==> images/pinout.png <==
Scale: 3 px per um. Pins as bars across the die edge, other pins in gray.
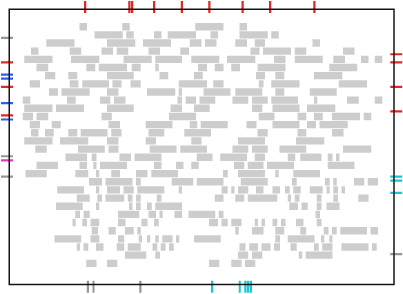
==> images/clock_nets.png <==
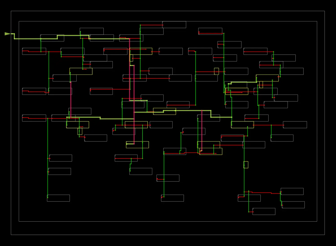
==> images/layers.png <==
Scale: 2 px per um. Two of the layers only.
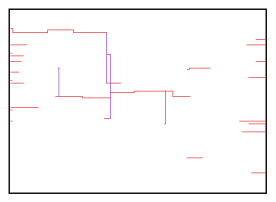
==> images/clock_wires.png <==
Scale: 4 px per um.
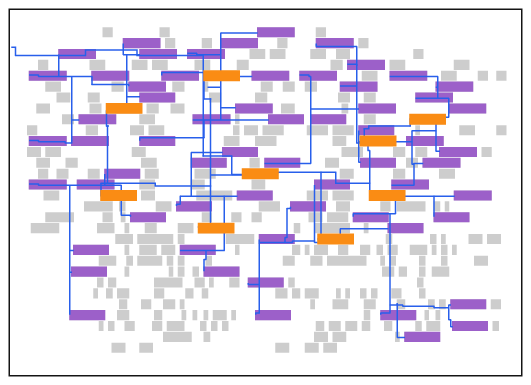
==> images/gates.png <==
Scale: 3 px per um.
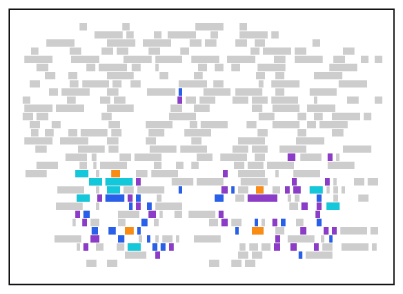
==> src/rtl/nt_node_response_reader.sv <==
// MISR response compactor: samples observed nets for a programmed number of cycles, then shifts the signature out serially.
// Optional golden-signature comparator (golden/mismatch ports) enabled by defining NT_SIG_COMPARE_EN.
module nt_node_response_reader #(
  parameter int               WIDTH = 16,
  parameter int               IN_W  = 4,
  parameter int               CNT_W = 8,
  parameter logic [WIDTH-1:0] POLY  = 16'hB400,
  parameter logic [WIDTH-1:0] SEED  = 16'hFFFF
) (
  input  logic             CLK,
  input  logic             RSTB,
  input  logic             start,
  input  logic [CNT_W-1:0] num_cycles,
  input  logic [IN_W-1:0]  obs_in,
  output logic             busy,
  output logic             done,
  output logic [WIDTH-1:0] sig,
  output logic             so_data,
  output logic             so_valid,
  input  logic             so_ready
`ifdef NT_SIG_COMPARE_EN
  ,
  input  logic [WIDTH-1:0] golden,
  output logic             mismatch
`endif
);

  localparam int IDX_W = $clog2(WIDTH);

  typedef enum logic [1:0] {
    S_IDLE,
    S_CAPTURE,
    S_SHIFT,
    S_DONE
  } state_t;

  state_t           r_state;
  state_t           w_state_next;
  logic [WIDTH-1:0] r_misr;
  logic [WIDTH-1:0] r_shift;
  logic [WIDTH-1:0] r_sig;
  logic [CNT_W-1:0] r_count;
  logic [IDX_W-1:0] r_bit_idx;
  logic [WIDTH-1:0] w_misr_step;
  logic             w_start_ok;
  logic             w_last_step;
  logic             w_last_bit;
  logic             w_busy;
  logic             w_done;
  logic             w_so_valid;

  assign w_misr_step = (r_misr >> 1) ^ (r_misr[0] ? POLY : '0) ^ WIDTH'(obs_in);
  assign w_start_ok  = (r_state == S_IDLE) && start;
  assign w_last_step = (r_count == CNT_W'(1));
  assign w_last_bit  = (r_bit_idx == IDX_W'(WIDTH - 1));

  always_ff @(posedge CLK or negedge RSTB) begin
    if (!RSTB) begin
      r_state <= S_IDLE;
    end else begin
      r_state <= w_state_next;
    end
  end

  always_comb begin
    w_state_next = r_state;
    w_busy       = 1'b0;
    w_done       = 1'b0;
    w_so_valid   = 1'b0;
    case (r_state)
      S_IDLE: begin
        if (start) begin
          w_state_next = (num_cycles == '0) ? S_SHIFT : S_CAPTURE;
        end
      end
      S_CAPTURE: begin
        w_busy = 1'b1;
        if (w_last_step) begin
          w_state_next = S_SHIFT;
        end
      end
      S_SHIFT: begin
        w_busy     = 1'b1;
        w_so_valid = 1'b1;
        if (so_ready && w_last_bit) begin
          w_state_next = S_DONE;
        end
      end
      S_DONE: begin
        w_done       = 1'b1;
        w_state_next = S_IDLE;
      end
      default: w_state_next = S_IDLE;
    endcase
  end

  // MISR is left untouched during SHIFT so DONE can publish it; the shift register carries the serial copy.
  always_ff @(posedge CLK or negedge RSTB) begin
    if (!RSTB) begin
      r_misr    <= SEED;
      r_shift   <= '0;
      r_sig     <= SEED;
      r_count   <= '0;
      r_bit_idx <= '0;
    end else begin
      case (r_state)
        S_IDLE: begin
          if (w_start_ok) begin
            r_misr    <= SEED;
            r_count   <= num_cycles;
            r_bit_idx <= '0;
            r_shift   <= SEED;
          end
        end
        S_CAPTURE: begin
          r_misr  <= w_misr_step;
          r_count <= r_count - CNT_W'(1);
          if (w_last_step) begin
            r_shift <= w_misr_step;
          end
        end
        S_SHIFT: begin
          if (so_ready) begin
            r_shift   <= r_shift >> 1;
            r_bit_idx <= r_bit_idx + IDX_W'(1);
          end
        end
        S_DONE: begin
          r_sig <= r_misr;
        end
        default: ;
      endcase
    end
  end

`ifdef NT_SIG_COMPARE_EN
  logic r_mismatch;

  always_ff @(posedge CLK or negedge RSTB) begin
    if (!RSTB) begin
      r_mismatch <= 1'b0;
    end else if (w_start_ok) begin
      r_mismatch <= 1'b0;
    end else if (r_state == S_DONE) begin
      r_mismatch <= (r_misr != golden);
    end
  end

  assign mismatch = r_mismatch;
`endif

  assign busy     = w_busy;
  assign done     = w_done;
  assign so_valid = w_so_valid;
  assign so_data  = (r_state == S_SHIFT) ? r_shift[0] : 1'b0;
  assign sig      = r_sig;

endmodule

==> config.mk <==
export PLATFORM = sky130hd
export DESIGN_NAME = nt_node_response_reader
export DESIGN_NICKNAME = d
export VERILOG_FILES = /design/src/rtl/nt_node_response_reader.sv
export SDC_FILE = /design/constraint.sdc
export NUM_CORES = 1
export LEC_CHECK = 0
export CAP_MARGIN = 20
export CELL_PAD_IN_SITES_DETAIL_PLACEMENT = 1
export CELL_PAD_IN_SITES_GLOBAL_PLACEMENT = 1
export CORE_ASPECT_RATIO = 0.7
export CORE_MARGIN = 3
export CORE_UTILIZATION = 30
export CTS_CLUSTER_DIAMETER = 50
export DETAILED_ROUTE_END_ITERATION = 10
export PLACE_DENSITY_LB_ADDON = 0.08
export SLEW_MARGIN = 10
export SYNTH_ARGS = -nofsm -noshare
export SYNTH_HDL_FRONTEND = slang
export SYNTH_SLANG_ARGS = --single-unit
==> constraint.sdc <==
create_clock -name CLK -period 2.6 [get_ports CLK]
set_clock_uncertainty 0.15 [all_clocks]
set_input_delay 0.78 -clock CLK [delete_from_list [all_inputs] [get_ports CLK]]
set_output_delay 0.78 -clock CLK [all_outputs]
set_load 0.05 [all_outputs]
==> flow_summary.json <==
{
  "setup_ws_ns": 0.198,
  "ys.warnings.count": 0,
  "syn_avg_cell_area_um2": 12.2,
  "fin_setup_tns_ns": 0,
  "first_global_vias": 2323,
  "required_ns": 1.67,
  "period_used_pct": 92.4,
  "synth.top_cell.area_share_pct": 27.0,
  "p_clk_share_pct": 39.1,
  "clock_sinks": 62,
  "power_switching_mw": 0.757,
  "period_needed_ns": 2.40,
  "synth_chip_area_mm2": 0.00311,
  "intPower_mw": 2.25,
  "clkTransAtPathRegs_ns": 0.05,
  "leakagePower_nw": 1.79,
  "dieArea_mm2": 0.0117,
  "area.growth.synth_to_final_pct": 28.6,
  "r2r-end": "r_shift[7]",
  "regToRegSetupSlack_ns": 0.21,
  "final_layout_size_suffix_gt1_share_pct": 38.8,
  "grt.overflow.total": 0,
  "final_cell_area_mm2": 0.00400,
  "synth_flops": 62,
  "vdd_drop_max_uv": 330,
  "crit_path_end": "so_data",
  "io_pins": 36,
  "edf_count": 0,
  "gp_congestion": 0.755,
  "synth_seq_share_pct": 51.1,
  "grt_pass1_wl_um": 12700,
  "top_area_cell": "dfstp_2",
  "grt_setup_unrepaired": "false",
  "ys_cells": 256,
  "pwr-share-seq_pct": 45.3,
  "status": "completed",
  "cts_max_level": 3,
  "core_area_mm2": 0.00991,
  "dp_slack_ns": 0.0813,
  "grt_max_degree": 26,
  "r2r_start": "r_count[4]",
  "core.rowCount": 30,
  "cp-startpoint": "r_state[0]",
  "dp_hpwl_um": 5190,
  "die_h_um": 91.2,
  "drt-pass1-iter-count": 4,
  "crit_type": "reg -> out",
  "fp_util_pct": 31.4,
  "routed_via_density": 5.14,
  "root_buffer": "clkbuf_16",
  "sw_frac_of_total_pct": 25.2,
  "synthFlopType": "dfstp_2",
  "tightest_slew_ns": 0.566,
  "end_kind": "primary output",
  "worstPathArrival_ns": 1.47,
  "timing.fmax_mhz": 416,
  "place_area_mm2": 0.00371,
  "holdCritPathClass": "in -> async",
  "drcViolationCount": 0,
  "die-width_um": 128,
  "maxSlewHeadroom_pct": 62.3,
  "tool_warnings": 31,
  "diodes": 0,
  "async_reset_ff_share_pct": 100,
  "antenna_found_initial": 0,
  "synth_nets": 280,
  "drv_cap": 0,
  "worst-path-max-fanout": 16,
  "drt_iter0_drc": 136,
  "hold_violations": 0,
  "final_antenna_net_count": 0,
  "synth.cells.most_frequent": "dfstp_2 (32), dfrtp_1 (30), mux2_2 (23)",
  "maxSlewViolCount": 0,
  "nets": 323,
  "fin_util_pct": 40.4,
  "grt_use_total_pct": 13.8,
  "ys_types": 37,
  "timing.hold.ws_ns": 0.298,
  "topCellsByArea": "dfstp_2 (27%), dfrtp_1 (24%), mux2_2 (8.3%)",
  "ctsHoldBuffers": 0,
  "setup_violations": 0,
  "power_density_mw_per_mm2": 751,
  "power_frac_comb_pct": 15.6,
  "syn_inst": 256,
  "io_buffers": 35
}
Notes on pinout.png above:
legend:
  red:
    port: sig
    pins: 16
    direction: output
    edge: 9 north, 4 east, 3 west
  blue:
    port: obs_in
    pins: 4
    direction: input
    edge: west
  cyan:
    port: num_cycles
    pins: 8
    direction: input
    edge: 5 south, 3 east
  magenta:
    port: busy
    pins: 1
    direction: output
    edge: west

Notes on clock_nets.png above:
total CTS buffers: 9
Late-Pin Clk Latency: 0.32 ns

Notes on layers.png above:
legend:
  red:
    layer: M3
    wire_length: 266 um
  purple:
    layer: M4
    wire_length: 87.7 um
detailed-route via count: 2,219
Detailed Route WL: 7550 um
final routed wire length divided by cell count: 17.5 um

Notes on clock_wires.png above:
legend:
  orange:
    item: clock-net drivers
    count: 9
  blue:
    item: clock wires
    length: 975 um
  purple:
    item: flip-flops
    count: 62
flops lie: widely spread
routed clock nets: 10

Notes on gates.png above:
legend:
  cyan:
    family: fa/ha/maj cells
    cells: 8
    most_used: ha_1
  purple:
    family: aoi and oai cells
    cells: 34
    most_used: o21ai_0
  blue:
    family: nand cells
    cells: 24
    most_used: nand2_1
  orange:
    family: and/or cells
    cells: 4
    where: south
Top cell excl fill/tap: dfstp_2
final cell count without fillers: 432
logic share of the area: 35.7%

-- flip-flops by register name, summed over array words and instances (netlist names) --
signal     flops
sig           16
r_shift       16
r_count        8
r_bit_idx      4
r_state        2
r_misr        16
-- metrics by stage --
step | power [mW] | instances
final | 3.01 | 432
after global routing | 3.18 | 432
after CTS | 3.06 | 432
after detailed placement | 1.85 | 416
after global placement | 1.83 | 416
after floorplan | 1.67 | 256
-- power groups by stage --
stage	Sequential (mW)	Clock [mW]	Combinational, mW
final	1.36	1.18	0.470
after global placement	1.38	0	0.458
after global routing	1.39	1.26	0.530
after detailed placement	1.38	0	0.470
after floorplan	1.29	0	0.376
after CTS	1.36	1.22	0.478
-- per-layer routing --
metal / GRT usage (%) / vias to the layer above / share of wire [%]
met5: 0 / - / 0
met2: 19.1 / 30 / 41
met3: 4.17 / 10 / 3.5
li1: - / 1052 / -
met1: 20.4 / 1127 / 54
met4: 4.51 / 0 / 1.2
-- how the worst min path moves through the flow --
stage                     from            to  slack, ns  cells past startpoint
detailed placement  r_shift[4]    r_shift[4]       0.34                      1
floorplan                 RSTB  r_bit_idx[0]       0.33                      0
finish                    RSTB    r_shift[9]       0.30                      1
CTS                       RSTB   r_shift[11]       0.30                      1
global placement    r_shift[1]    r_shift[1]       0.34                      1
global route              RSTB    r_shift[9]       0.32                      1
-- cells by family (layout without fill, tap and decap cells) --
| family | count (synthesis) | in the layout | synth area share, % |
|---|---|---|---|
| AND-OR/OR-AND | 73 | 73 | 18.4 |
| flip-flops | 62 | 62 | 51.1 |
| AND/OR/NAND/NOR | 42 | 42 | 7.35 |
| multiplexers | 37 | 37 | 14.4 |
| buffers and inverters | 27 | 75 | 3.54 |
| adder cells (fa/ha/maj) | 8 | 8 | 3.21 |
| XOR/XNOR | 7 | 7 | 1.97 |
-- critical path, stage by stage, from the launching register on --
cell and delay [ns]:
dfrtp_1 0.41, inv_1 0.15, ha_4 0.27, and2_4 0.20
buf_12 0.13
-- cell type report --
type / count / area, um^2
Clock buffer: 13 / 283
Clock inverter: 3 / 15.0
Fill cell: 1065 / 5910
Inverter: 10 / 37.5
Multi-Input combinational cell: 167 / 1430
Sequential cell: 62 / 1590
Tap cell: 128 / 160
Timing Repair Buffer: 49 / 489
-- what timing repair did --
item                       CTS  global route
hold endpoints to repair     0             0
gates resized                1             0
setup endpoints to repair    1             0
setup buffers                0             0
-- layout by cell type, fill, tap and decap left out, types with 7 or more instances in the layout --
cell              n
nand3_1           7
clkbuf_16        11
buf_12            7
buf_4            26
ha_1              7
clkdlybuf4s50_1  14
dfrtp_1          30
dfstp_2          32
o22a_1           22
a21oi_1          10
inv_1            10
mux2_4           10
o21ai_0          12
mux2_2           23
xor2_1            7
nand2_1          10
nor2_1            8
a221o_1          16
Power is estimated from default activity; no workload was simulated.
